File: src/rtl/sip_msg_packer_pkg.sv
// Shared widths, packer state encoding and byte-keep mask helper for the SipHash front end.
// Pure definitions; no timing or flow-control behaviour of its own.
package sip_pkg;

    localparam int SIP_WORD_W         = 64;
    localparam int SIP_BYTES_PER_WORD = 8;

    typedef enum logic {
        ACCEPT = 1'b0,
        PAD    = 1'b1
    } sip_pack_state_t;

    // Keep mask with 0xFF in every byte lane below 'bytes'; counts above 8 keep all lanes.
    function automatic logic [SIP_WORD_W-1:0] sip_byte_mask(input logic [3:0] bytes);
        logic [SIP_WORD_W-1:0] mask;
        mask = '0;
        for (int i = 0; i < SIP_BYTES_PER_WORD; i++) begin
            mask[8*i +: 8] = (4'(i) < bytes) ? 8'hFF : 8'h00;
        end
        return mask;
    endfunction

endpackage

File: src/rtl/sip_msg_packer_word_reg.sv
// Single-entry valid/ready output register carrying one word, its last flag and length.
// Latency 1 cycle; accepts a new word in the same cycle the held one is taken.
module sip_word_reg
    import sip_pkg::*;
#(
    parameter int LEN_W = 64
) (
    input  logic                  clk,
    input  logic                  rst,
    input  logic                  in_valid,
    output logic                  in_ready,
    input  logic [SIP_WORD_W-1:0] in_data,
    input  logic                  in_last,
    input  logic [LEN_W-1:0]      in_len,
    output logic                  out_valid,
    input  logic                  out_ready,
    output logic [SIP_WORD_W-1:0] out_data,
    output logic                  out_last,
    output logic [LEN_W-1:0]      out_len
);

    logic                  vld_q,  vld_d;
    logic [SIP_WORD_W-1:0] data_q, data_d;
    logic                  last_q, last_d;
    logic [LEN_W-1:0]      len_q,  len_d;
    logic                  load;

    always_comb begin
        in_ready = !vld_q || out_ready;
        load     = in_valid && in_ready;
        vld_d    = vld_q;
        data_d   = data_q;
        last_d   = last_q;
        len_d    = len_q;
        if (load) begin
            vld_d  = 1'b1;
            data_d = in_data;
            last_d = in_last;
            len_d  = in_len;
        end else if (out_ready) begin
            vld_d  = 1'b0;
        end
    end

    always_ff @(posedge clk) begin
        if (rst) begin
            vld_q  <= 1'b0;
            data_q <= '0;
            last_q <= 1'b0;
            len_q  <= '0;
        end else begin
            vld_q  <= vld_d;
            data_q <= data_d;
            last_q <= last_d;
            len_q  <= len_d;
        end
    end

    assign out_valid = vld_q;
    assign out_data  = data_q;
    assign out_last  = last_q;
    assign out_len   = len_q;

endmodule

File: src/rtl/sip_msg_packer.sv
// Packs little-endian message beats into padded SipHash words, length byte in the final word's top lane.
// Latency 1 cycle; s_ready drops when the output slot is held or a length-only word is pending.
module sip_msg_packer
    import sip_pkg::*;
#(
    parameter int LEN_W = 64
) (
    input  logic                  clk,
    input  logic                  rst,
    input  logic [SIP_WORD_W-1:0] s_data,
    input  logic [3:0]            s_bytes,
    input  logic                  s_last,
    input  logic                  s_valid,
    output logic                  s_ready,
    output logic [SIP_WORD_W-1:0] m_data,
    output logic                  m_last,
    output logic [LEN_W-1:0]      m_len,
    output logic                  m_valid,
    input  logic                  m_ready
);

    sip_pack_state_t       state_q, state_d;
    logic [LEN_W-1:0]      len_q, len_d;
    logic [LEN_W-1:0]      pad_len_q, pad_len_d;

    logic                  slot_free;
    logic                  accept;
    logic [3:0]            eff_bytes;
    logic [LEN_W-1:0]      new_len;
    logic [SIP_WORD_W-1:0] masked;

    logic                  wr_vld;
    logic [SIP_WORD_W-1:0] wr_dat;
    logic                  wr_last;
    logic [LEN_W-1:0]      wr_len;

    always_comb begin
        state_d   = state_q;
        len_d     = len_q;
        pad_len_d = pad_len_q;
        wr_vld    = 1'b0;
        wr_dat    = '0;
        wr_last   = 1'b0;
        wr_len    = '0;

        s_ready   = (state_q == ACCEPT) && slot_free;
        accept    = s_valid && s_ready;
        // Only a final beat may be short; anything else, or any count above 8, is a full word.
        eff_bytes = (s_last && (s_bytes < 4'd8)) ? s_bytes : 4'd8;
        new_len   = len_q + LEN_W'(eff_bytes);
        masked    = s_data & sip_byte_mask(eff_bytes);

        unique case (state_q)
            ACCEPT: begin
                if (accept) begin
                    wr_vld = 1'b1;
                    wr_len = new_len;
                    if (s_last && (eff_bytes < 4'd8)) begin
                        wr_dat  = masked | {new_len[7:0], 56'h0};
                        wr_last = 1'b1;
                        len_d   = '0;
                    end else if (s_last) begin
                        wr_dat    = masked;
                        pad_len_d = new_len;
                        len_d     = new_len;
                        state_d   = PAD;
                    end else begin
                        wr_dat = masked;
                        len_d  = new_len;
                    end
                end
            end
            PAD: begin
                if (slot_free) begin
                    wr_vld  = 1'b1;
                    wr_dat  = {pad_len_q[7:0], 56'h0};
                    wr_last = 1'b1;
                    wr_len  = pad_len_q;
                    len_d   = '0;
                    state_d = ACCEPT;
                end
            end
            default: state_d = ACCEPT;
        endcase
    end

    always_ff @(posedge clk) begin
        if (rst) begin
            state_q   <= ACCEPT;
            len_q     <= '0;
            pad_len_q <= '0;
        end else begin
            state_q   <= state_d;
            len_q     <= len_d;
            pad_len_q <= pad_len_d;
        end
    end

    sip_word_reg #(.LEN_W(LEN_W)) u_word_reg (
        .clk       (clk),
        .rst       (rst),
        .in_valid  (wr_vld),
        .in_ready  (slot_free),
        .in_data   (wr_dat),
        .in_last   (wr_last),
        .in_len    (wr_len),
        .out_valid (m_valid),
        .out_ready (m_ready),
        .out_data  (m_data),
        .out_last  (m_last),
        .out_len   (m_len)
    );

endmodule

File: config.mk
export PLATFORM = sky130hd
export DESIGN_NAME = sip_msg_packer
export DESIGN_NICKNAME = d
export VERILOG_FILES = /design/src/rtl/sip_msg_packer_pkg.sv /design/src/rtl/sip_msg_packer_word_reg.sv /design/src/rtl/sip_msg_packer.sv
export SDC_FILE = /design/constraint.sdc
export NUM_CORES = 1
export LEC_CHECK = 0
export CAP_MARGIN = 20
export CORE_ASPECT_RATIO = 1.25
export CORE_UTILIZATION = 35
export CTS_BUF_LIST = sky130_fd_sc_hd__clkbuf_4 sky130_fd_sc_hd__clkbuf_8 sky130_fd_sc_hd__clkbuf_16
export CTS_CLUSTER_DIAMETER = 30
export DETAILED_ROUTE_END_ITERATION = 16
export GPL_TIMING_DRIVEN = 1
export SLEW_MARGIN = 40
export SYNTH_ARGS = -nofsm -noshare
export SYNTH_HDL_FRONTEND = slang
export SYNTH_SLANG_ARGS = --single-unit
File: constraint.sdc
create_clock -name clk -period 3.8 [get_ports clk]
set_input_delay 1.14 -clock clk [delete_from_list [all_inputs] [get_ports clk]]
set_output_delay 1.14 -clock clk [all_outputs]
set_load 0.02 [all_outputs]
### Close-up of the layout, run 1

Scale bar: 10 µm. Region (31, 42) to (56, 67) µm. Cells in grey, sequential cells in the stronger grey; small squares are vias.
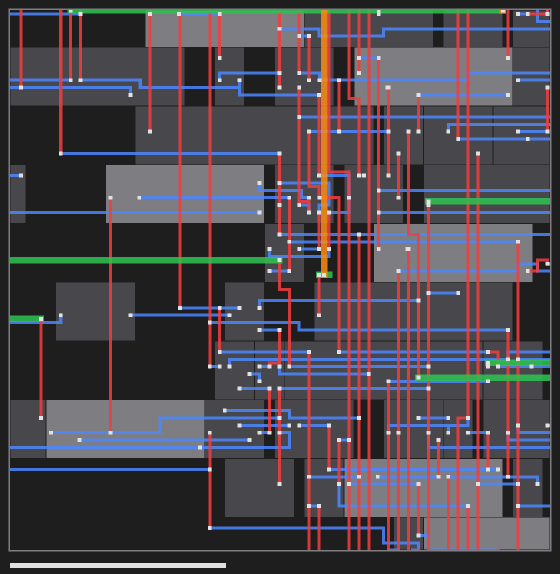
legend:
  M4:
    colour: orange
  M1:
    colour: blue
  M3:
    colour: green
  M2:
    colour: red
cells with their middle in the window: 38
most frequent: dfxtp_1 (7), nor2_1 (5), clkbuf_16 (4)
sequential cells in the window: 7
netlist names of flops here include: len_q (3), pad_len_q (2)

### Selected gate families, run 1

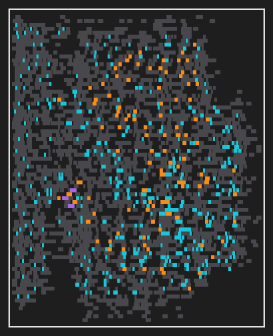
legend:
  nor cells:
    colour: cyan
    cells: 375
  fa/ha/maj cells:
    colour: purple
    cells: 3
  and/or cells:
    colour: orange
    cells: 106

==> impl_metrics.json, run 1 <==
{
  "rrSetupSlack_ps": 1030,
  "cp_num_cells": 4,
  "netlist_area_um2": 13100,
  "power.leakage_uw": 0.00678,
  "avgSynthCellArea_um2": 7.88,
  "power_frac_seq": 0.296,
  "mux_share": 0.00458,
  "synthAdderAreaFrac": 0.00286,
  "place_congestion": 0.862,
  "clockNetworkAreaShare": 0.131,
  "drv_cap": 0,
  "top_area_cell": "dfxtp_1",
  "busiest_layer": "met2",
  "powerComb_uw": 798,
  "status": "finished clean",
  "initialDrtViolationCount": 1024,
  "fin_crit_sh": 0.961,
  "ys_sh_xor": 0.0187,
  "ys_ff": 259,
  "whs_path_depth": 2,
  "synth.area.top_cells": "dfxtp_1, nor2_1, nor3_1",
  "inverters": 14,
  "fin_cells": 2438,
  "crit_required_ps": 2660,
  "area_growth_pct": 42.5,
  "clkSlewWorstSetupHoldPaths_ps": 40,
  "logic_area_um2": 7260,
  "hold_path.startpoint": "u_word_reg.out_len[0]",
  "core_um2": 36600,
  "cp_slowest_stage_delay_ps": 640,
  "p_sw_uw": 2300,
  "p_int_uw": 7350,
  "swShare": 0.238,
  "grt_pass1_wl_um": 75700,
  "crit_arrival_ps": 2510,
  "grt_max_degree": 136,
  "logic_gates": 1230,
  "top_layer_used": "met4",
  "wire_per_inst_um": 19.7,
  "compound_area_frac": 0.219,
  "buffers_excl_clock": 328,
  "power.density_nw_per_um2": 517,
  "cp_cell_sequence": "clkdlybuf4s50_1 > nor2b_1 > nor2_1 > clkdlybuf4s50_1",
  "cts_tree": "built",
  "top_power_group": "clock",
  "tightest_slew_ps": 822,
  "comb_power_share": 0.083,
  "use_met2": 0.426,
  "rsz0062_at_grt": "no",
  "clock_skew_ps": 24.4,
  "use_met1": 0.294,
  "root_buffer": "clkbuf_16",
  "topCombFamilyByArea": "simple AND/OR/NAND/NOR gates",
  "relSlewSlack": 0.452,
  "seq_power_uw": 2860,
  "yosys_area_um2": 13100,
  "cts_max_path_buffers": 3,
  "crit_path_end": "s_ready",
  "hold_path_class": "flip-flop to flip-flop",
  "bufAreaShareNonClock": 0.168,
  "ys.flop_type": "dfxtp_1",
  "path_delay_family": "buffers and inverters",
  "grt_pass1_vias": 13844,
  "fmax_ghz": 0.274,
  "wl_met2_um": 23400,
  "cts_setup_buffers": 0,
  "tns_ps": 0,
  "final_util": 0.511,
  "drt-vias-per-instance": 5.75,
  "cts_made_buffers": 69,
  "globalRouteOverflowTotal": 0,
  "regToRegEndpoint": "pad_len_q[61]",
  "nets": 1978,
  "slew_violations": 0,
  "ys_async_sr_fraction": 0,
  "whs_ps": 462,
  "rows": 78,
  "final_layout_size_suffix_gt1_frac": 0.151,
  "powerClk_uw": 5990,
  "finalHoldViolCount": 0,
  "synthMostInstantiatedCell": "dfxtp_1",
  "layout_top_cells": "dfxtp_1, clkdlybuf4s50_1, nor2_1",
  "pin_count": 204,
  "antenna_found_initial": 0,
  "peakVddDrop_mv": 0.386,
  "postSynthSeqShare": 0.395,
  "synth-edff-count": 0,
  "ys_types": 73,
  "dominant_cells": "combinational gates",
  "worstHoldEndpoint": "u_word_reg.out_len[0]",
  "min_period_ps": 3650,
  "die_h_um": 218,
  "ff_count": 259,
  "grt_util_all_layers": 0.249,
  "clkbuf_count": 100,
  "fillCellCount": 3452,
  "fin_ws_ps": 149,
  "critical-path-slowest-cell": "clkdlybuf4s50_1",
  "finalSetupViolations": 0,
  "syn_inst": 1665,
  "initial_core_util": 0.358,
  "place_area_um2": 16200,
  "synth_stat.cells": 1665,
  "critPathKind": "primary input to primary output",
  "die_width_um": 175,
  "cts_hold_buf": 0,
  "fin_area_um2": 18700,
  "num_antenna_cells": 1,
  "cp_common_cell": "clkdlybuf4s50_1",
  "portBuffers": 203,
  "ys_top_cells_by_count": "dfxtp_1, nor2_1, nand2_1",
  "crit_fanout": 2,
  "worstSetupStartpoint": "m_ready",
  "taps": 480,
  "start_kind": "primary input",
  "met1_length_um": 19600
}
### Port wiring, run 1

Scale bar: 50 µm.
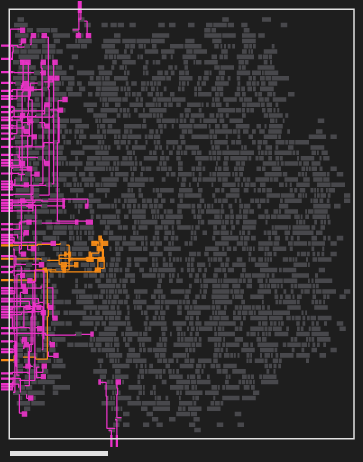
legend:
  s_data:
    colour: magenta
    bits: 64
    direction: input
    edge: 60 west, 2 north, 2 south
    end_cells: 64
    buffers: 64
    wire: 2020 µm
  s_bytes:
    colour: orange
    bits: 4
    direction: input
    edge: west
    end_cells: 15
    buffers: 6
    wire: 311 µm

### Metal 3, run 1

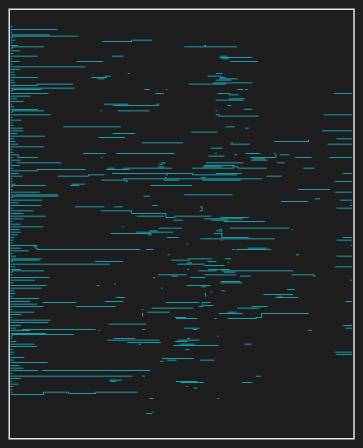
wire length on this layer: 3680 µm
nets with wire on the layer: 271
main direction: horizontal
longest straight run: 61.9 µm
share of all routed wire: 7.6%
routed wire length: 48100 µm
Vias: 14023

### Congestion heat map, run 1

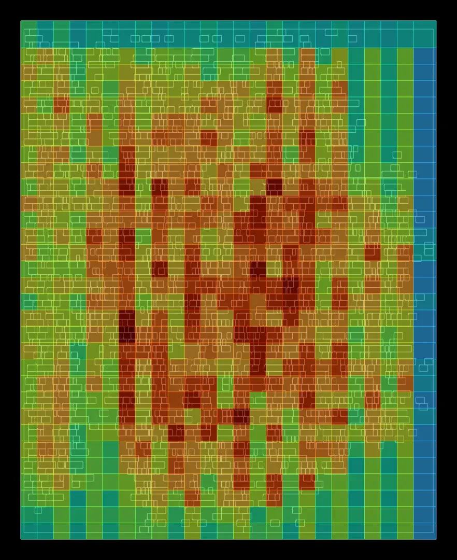

--- run 2 (diff from run 1) ---
- CORE_MARGIN: not set -> 1.5
### Congestion heat map, run 2

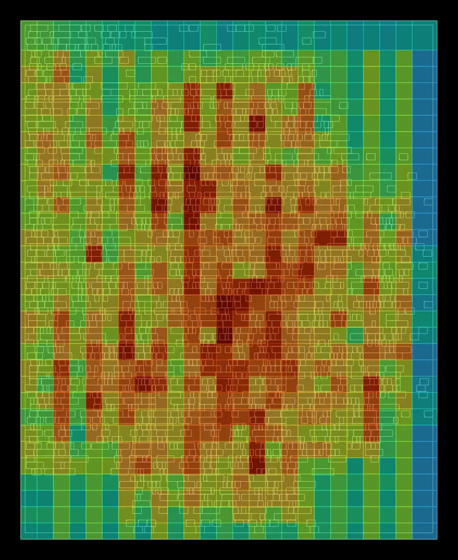
met1 usage: 0.284
GR peak layer: met2
post-layout util: 0.496
Tot GR Track Use: 0.237

### Metal 3, run 2

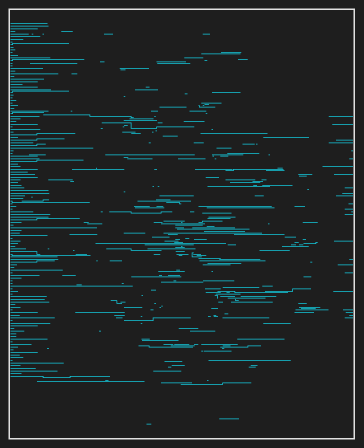
share of all routed wire: 9.1%
longest straight run: 66.7 µm

### Port wiring, run 2

Scale bar: 50 µm.
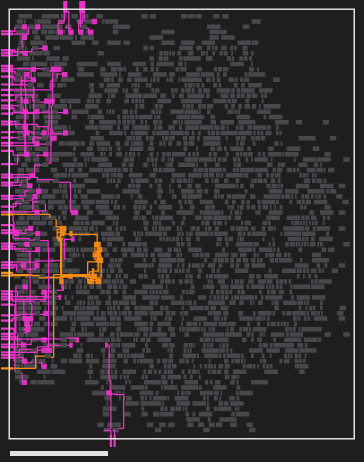
legend:
  s_bytes:
    colour: orange
    bits: 4
    direction: input
    edge: west
    end_cells: 15
    buffers: 6
    wire: 381 µm
  s_data:
    colour: magenta
    bits: 64
    direction: input
    edge: 57 west, 5 north, 2 south
    end_cells: 64
    buffers: 64
    wire: 1400 µm

==> impl_metrics.json, run 2 <==
{
  "status": "finished clean",
  "cp_num_cells": 4,
  "wl_met2_um": 21900,
  "min_period_ps": 3620,
  "top_layer_used": "met4",
  "crit_fanout": 2,
  "cts_setup_buffers": 0,
  "core_um2": 37100,
  "clkbuf_count": 72,
  "fillCellCount": 3557,
  "crit_required_ps": 2660,
  "grt_pass1_wl_um": 73200,
  "die_width_um": 176,
  "fin_ws_ps": 184,
  "hold_path_class": "flip-flop to flip-flop",
  "whs_path_depth": 2,
  "avgSynthCellArea_um2": 7.88,
  "route.met3.wl_um": 4240,
  "drt-vias-per-instance": 5.80,
  "grt_max_degree": 71,
  "cp_slowest_stage_delay_ps": 620,
  "ff_count": 259,
  "seq_power_uw": 2850,
  "finalSetupViolations": 0,
  "pin_count": 204,
  "final_layout_size_suffix_gt1_frac": 0.139,
  "slew_violations": 0,
  "logic_gates": 1230,
  "clock_skew_ps": 22.7,
  "syn_inst": 1665,
  "tns_ps": 0,
  "grt.met3_usage": 0.0658,
  "worstHoldEndpoint": "u_word_reg.out_len[35]",
  "p_sw_uw": 2270,
  "place_congestion": 0.871,
  "ys_types": 73,
  "netlist_area_um2": 13100,
  "initial_core_util": 0.354,
  "swShare": 0.244,
  "postSynthSeqShare": 0.395,
  "dominant_cells": "combinational gates",
  "buffers_excl_clock": 314,
  "start_kind": "primary input",
  "grt_pass1_vias": 13541,
  "path_delay_family": "buffers and inverters",
  "synthAdderAreaFrac": 0.00286,
  "critPathKind": "primary input to primary output",
  "top_area_cell": "dfxtp_1",
  "fin_cells": 2416,
  "ys_async_sr_fraction": 0,
  "drt_wl_total_um": 46500,
  "layout_top_cells": "dfxtp_1, clkdlybuf4s50_1, nor2_1",
  "synth_stat.cells": 1665,
  "rsz0062_at_grt": "no",
  "hold_path.startpoint": "pad_len_q[35]",
  "ys.flop_type": "dfxtp_1",
  "regToRegEndpoint": "len_q[39]",
  "ys_ff": 259,
  "die_h_um": 219,
  "whs_ps": 450,
  "clockNetworkAreaShare": 0.121,
  "cp_common_cell": "clkdlybuf4s50_1",
  "use_met2": 0.391,
  "num_vias": 14019,
  "clkSlewWorstSetupHoldPaths_ps": 50,
  "ys_sh_xor": 0.0187,
  "antenna_found_initial": 0,
  "cts_hold_buf": 0,
  "crit_path_end": "s_ready",
  "p_int_uw": 7040,
  "mux_share": 0.00458,
  "crit_arrival_ps": 2480,
  "bufAreaShareNonClock": 0.165,
  "cts_made_buffers": 60,
  "fmax_ghz": 0.277,
  "topCombFamilyByArea": "simple AND/OR/NAND/NOR gates",
  "taps": 486,
  "cts_tree": "built",
  "yosys_area_um2": 13100,
  "portBuffers": 203,
  "inverters": 14,
  "power.density_nw_per_um2": 506,
  "fin_crit_sh": 0.952,
  "relSlewSlack": 0.453,
  "met1_length_um": 18500,
  "worstSetupStartpoint": "m_ready",
  "cp_cell_sequence": "clkdlybuf4s50_1 > nor2b_1 > nor2_1 > clkdlybuf4s50_1",
  "fin_area_um2": 18400,
  "wire_per_inst_um": 19.2,
  "ys_top_cells_by_count": "dfxtp_1, nor2_1, nand2_1",
  "power_frac_seq": 0.307,
  "peakVddDrop_mv": 0.418,
  "rrSetupSlack_ps": 750,
  "comb_power_share": 0.085,
  "finalHoldViolCount": 0,
  "powerClk_uw": 5660,
  "place_area_um2": 16100,
  "synth.area.top_cells": "dfxtp_1, nor2_1, nor3_1",
  "num_antenna_cells": 0,
  "critical-path-slowest-cell": "clkdlybuf4s50_1",
  "drv_cap": 0,
  "area_growth_pct": 40.1,
  "initialDrtViolationCount": 1008,
  "layout_top_cell": "dfxtp_1",
  "rows": 79,
  "logic_area_um2": 7260,
  "seq_share": 0.282,
  "drc": 0,
  "nets": 1955,
  "synth-edff-count": 0,
  "synthMostInstantiatedCell": "dfxtp_1",
  "tightest_slew_ps": 813,
  "syn_nets": 1741,
  "power.leakage_uw": 0.00661,
  "root_buffer": "clkbuf_16",
  "compound_area_frac": 0.219,
  "globalRouteOverflowTotal": 0,
  "top_power_group": "clock",
  "powerComb_uw": 787,
  "cts_max_path_buffers": 3
}
### Close-up of the layout, run 2

Scale bar: 10 µm. Region (32, 42) to (57, 67) µm. Cells in grey, sequential cells in the stronger grey; small squares are vias.
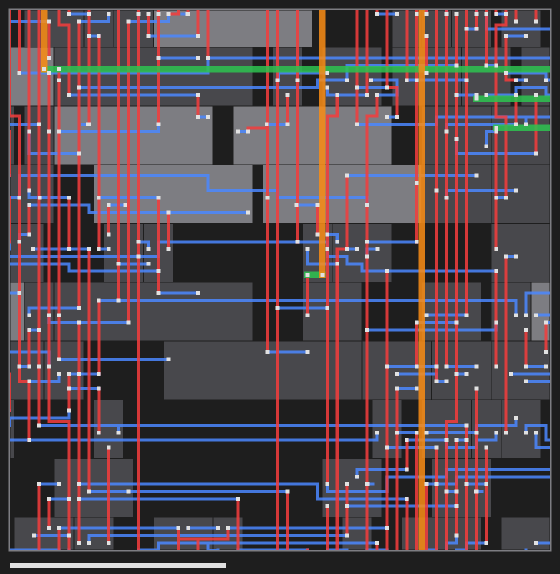

--- run 3 (diff from run 2) ---
- CAP_MARGIN: 20 -> not set
- SLEW_MARGIN: 40 -> not set
### Close-up of the layout, run 3

Scale bar: 10 µm. Region (32, 42) to (57, 67) µm. Cells in grey, sequential cells in the stronger grey; small squares are vias.
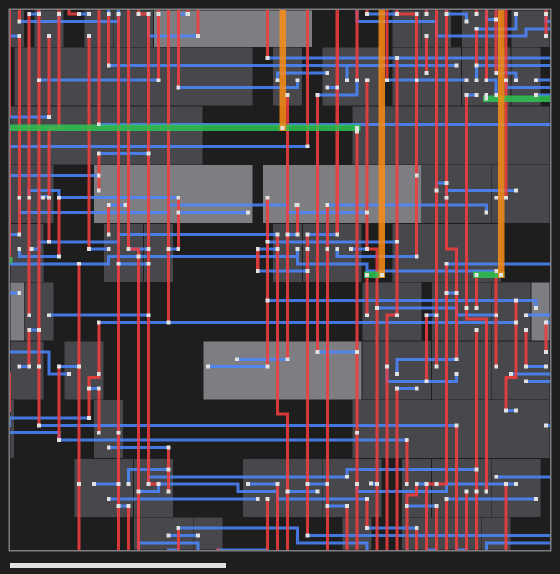
legend:
  M3:
    colour: green
  M4:
    colour: orange
  M1:
    colour: blue
  M2:
    colour: red
cells with their middle in the window: 50
most frequent: nor2_1 (11), a22oi_1 (5), dfxtp_1 (4)
sequential cells in the window: 4
netlist names of flops here include: len_q (3), pad_len_q (1)

### Port wiring, run 3

Scale bar: 50 µm.
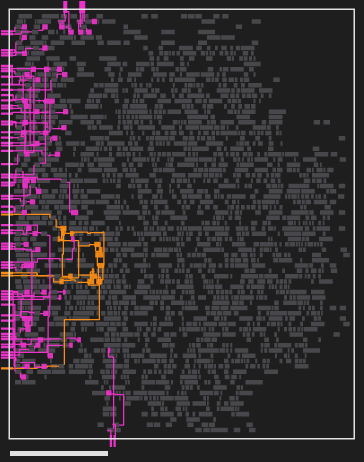
legend:
  s_bytes:
    colour: orange
    bits: 4
    direction: input
    edge: west
    end_cells: 15
    buffers: 6
    wire: 373 µm
  s_data:
    colour: magenta
    bits: 64
    direction: input
    edge: 57 west, 5 north, 2 south
    end_cells: 64
    buffers: 64
    wire: 1370 µm

==> impl_metrics.json, run 3 <==
{
  "status": "finished clean",
  "buffers_excl_clock": 313,
  "powerClk_uw": 5400,
  "power_frac_seq": 0.316,
  "crit_fanout": 2,
  "wl_met2_um": 22100,
  "avgSynthCellArea_um2": 7.88,
  "synth-edff-count": 0,
  "use_met2": 0.398,
  "top_power_group": "clock",
  "drt_wl_total_um": 46600,
  "met1_length_um": 19200,
  "comb_power_share": 0.087,
  "regToRegEndpoint": "len_q[39]",
  "antenna_found_initial": 0,
  "num_antenna_cells": 0,
  "p_int_uw": 6870,
  "topCombFamilyByArea": "simple AND/OR/NAND/NOR gates",
  "pin_count": 204,
  "die_width_um": 176,
  "relSlewSlack": 0.377,
  "cts_setup_buffers": 0,
  "netlist.area_leader.share": 0.395,
  "nets": 1954,
  "whs_path_depth": 2,
  "clkbuf_count": 79,
  "num_vias": 13915,
  "swShare": 0.240,
  "fillCellCount": 3559,
  "critPathKind": "primary input to primary output",
  "cts_made_buffers": 60,
  "tns_ps": 0,
  "hold_path_class": "flip-flop to flip-flop",
  "drv_cap": 0,
  "synthMostInstantiatedCell": "dfxtp_1",
  "grt_util_all_layers": 0.237,
  "route.met3.wl_um": 3720,
  "yosys_area_um2": 13100,
  "power.leakage_uw": 0.00656,
  "layout_top_cells": "dfxtp_1, clkdlybuf4s50_1, nor2_1",
  "busiest_layer": "met2",
  "netlist_area_um2": 13100,
  "fin_ws_ps": 165,
  "grt.met3_usage": 0.0606,
  "rrSetupSlack_ps": 700,
  "inverters": 14,
  "use_met1": 0.286,
  "powerComb_uw": 784,
  "p_sw_uw": 2170,
  "finalHoldViolCount": 0,
  "crit_arrival_ps": 2500,
  "compound_area_frac": 0.219,
  "core_um2": 37100,
  "logic_area_um2": 7260,
  "rows": 79,
  "postSynthSeqShare": 0.395,
  "tightest_slew_ps": 932,
  "top_area_cell": "dfxtp_1",
  "start_kind": "primary input",
  "grt_max_degree": 71,
  "finalSetupViolations": 0,
  "cp_slowest_stage_delay_ps": 620,
  "globalRouteOverflowTotal": 0,
  "synthAdderAreaFrac": 0.00286,
  "critical-path-slowest-cell": "clkdlybuf4s50_1",
  "clock_skew_ps": 29.5,
  "top_layer_used": "met4",
  "fmax_ghz": 0.275,
  "drtPass1Iterations": 5,
  "min_period_ps": 3640,
  "cp_common_cell": "clkdlybuf4s50_1",
  "crit_required_ps": 2660,
  "worstHoldEndpoint": "u_word_reg.out_len[1]",
  "final_layout_size_suffix_gt1_frac": 0.136,
  "cts_tree": "built",
  "layout_top_cell": "dfxtp_1",
  "peakVddDrop_mv": 0.341,
  "grt_pass1_vias": 13463,
  "seq_share": 0.284,
  "ys_async_sr_fraction": 0,
  "logic_gates": 1230,
  "clockNetworkAreaShare": 0.117,
  "root_buffer": "clkbuf_16",
  "hold_path.startpoint": "u_word_reg.out_len[1]",
  "ys_types": 73,
  "dominant_cells": "combinational gates",
  "synth_stat.cells": 1665,
  "whs_ps": 457,
  "crit_path_end": "s_ready",
  "clkSlewWorstSetupHoldPaths_ps": 40,
  "place_area_um2": 16100,
  "wire_per_inst_um": 19.3,
  "die_h_um": 219,
  "rsz0062_at_grt": "no",
  "drc": 0,
  "syn_inst": 1665,
  "grt_pass1_wl_um": 73400,
  "drt-vias-per-instance": 5.77,
  "place_congestion": 0.871,
  "ys_top_cells_by_count": "dfxtp_1, nor2_1, nand2_1",
  "synth.area.top_cells": "dfxtp_1, nor2_1, nor3_1",
  "ff_count": 259,
  "cp_num_cells": 4,
  "syn_nets": 1741,
  "cts_max_path_buffers": 3,
  "cp_cell_sequence": "clkdlybuf4s50_1 > nor2b_1 > nor2_1 > clkdlybuf4s50_1",
  "seq_power_uw": 2860,
  "bufAreaShareNonClock": 0.166,
  "final_util": 0.492,
  "taps": 486,
  "area_growth_pct": 39.2,
  "ys.flop_type": "dfxtp_1"
}
### Selected gate families, run 3

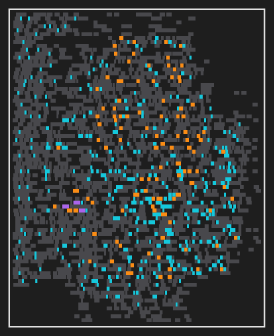
legend:
  and/or cells:
    colour: orange
    cells: 106
  fa/ha/maj cells:
    colour: purple
    cells: 3
  nor cells:
    colour: cyan
    cells: 375
    where: spread over the die
Comb area share: 0.398
final std cells w/o fill: 2412

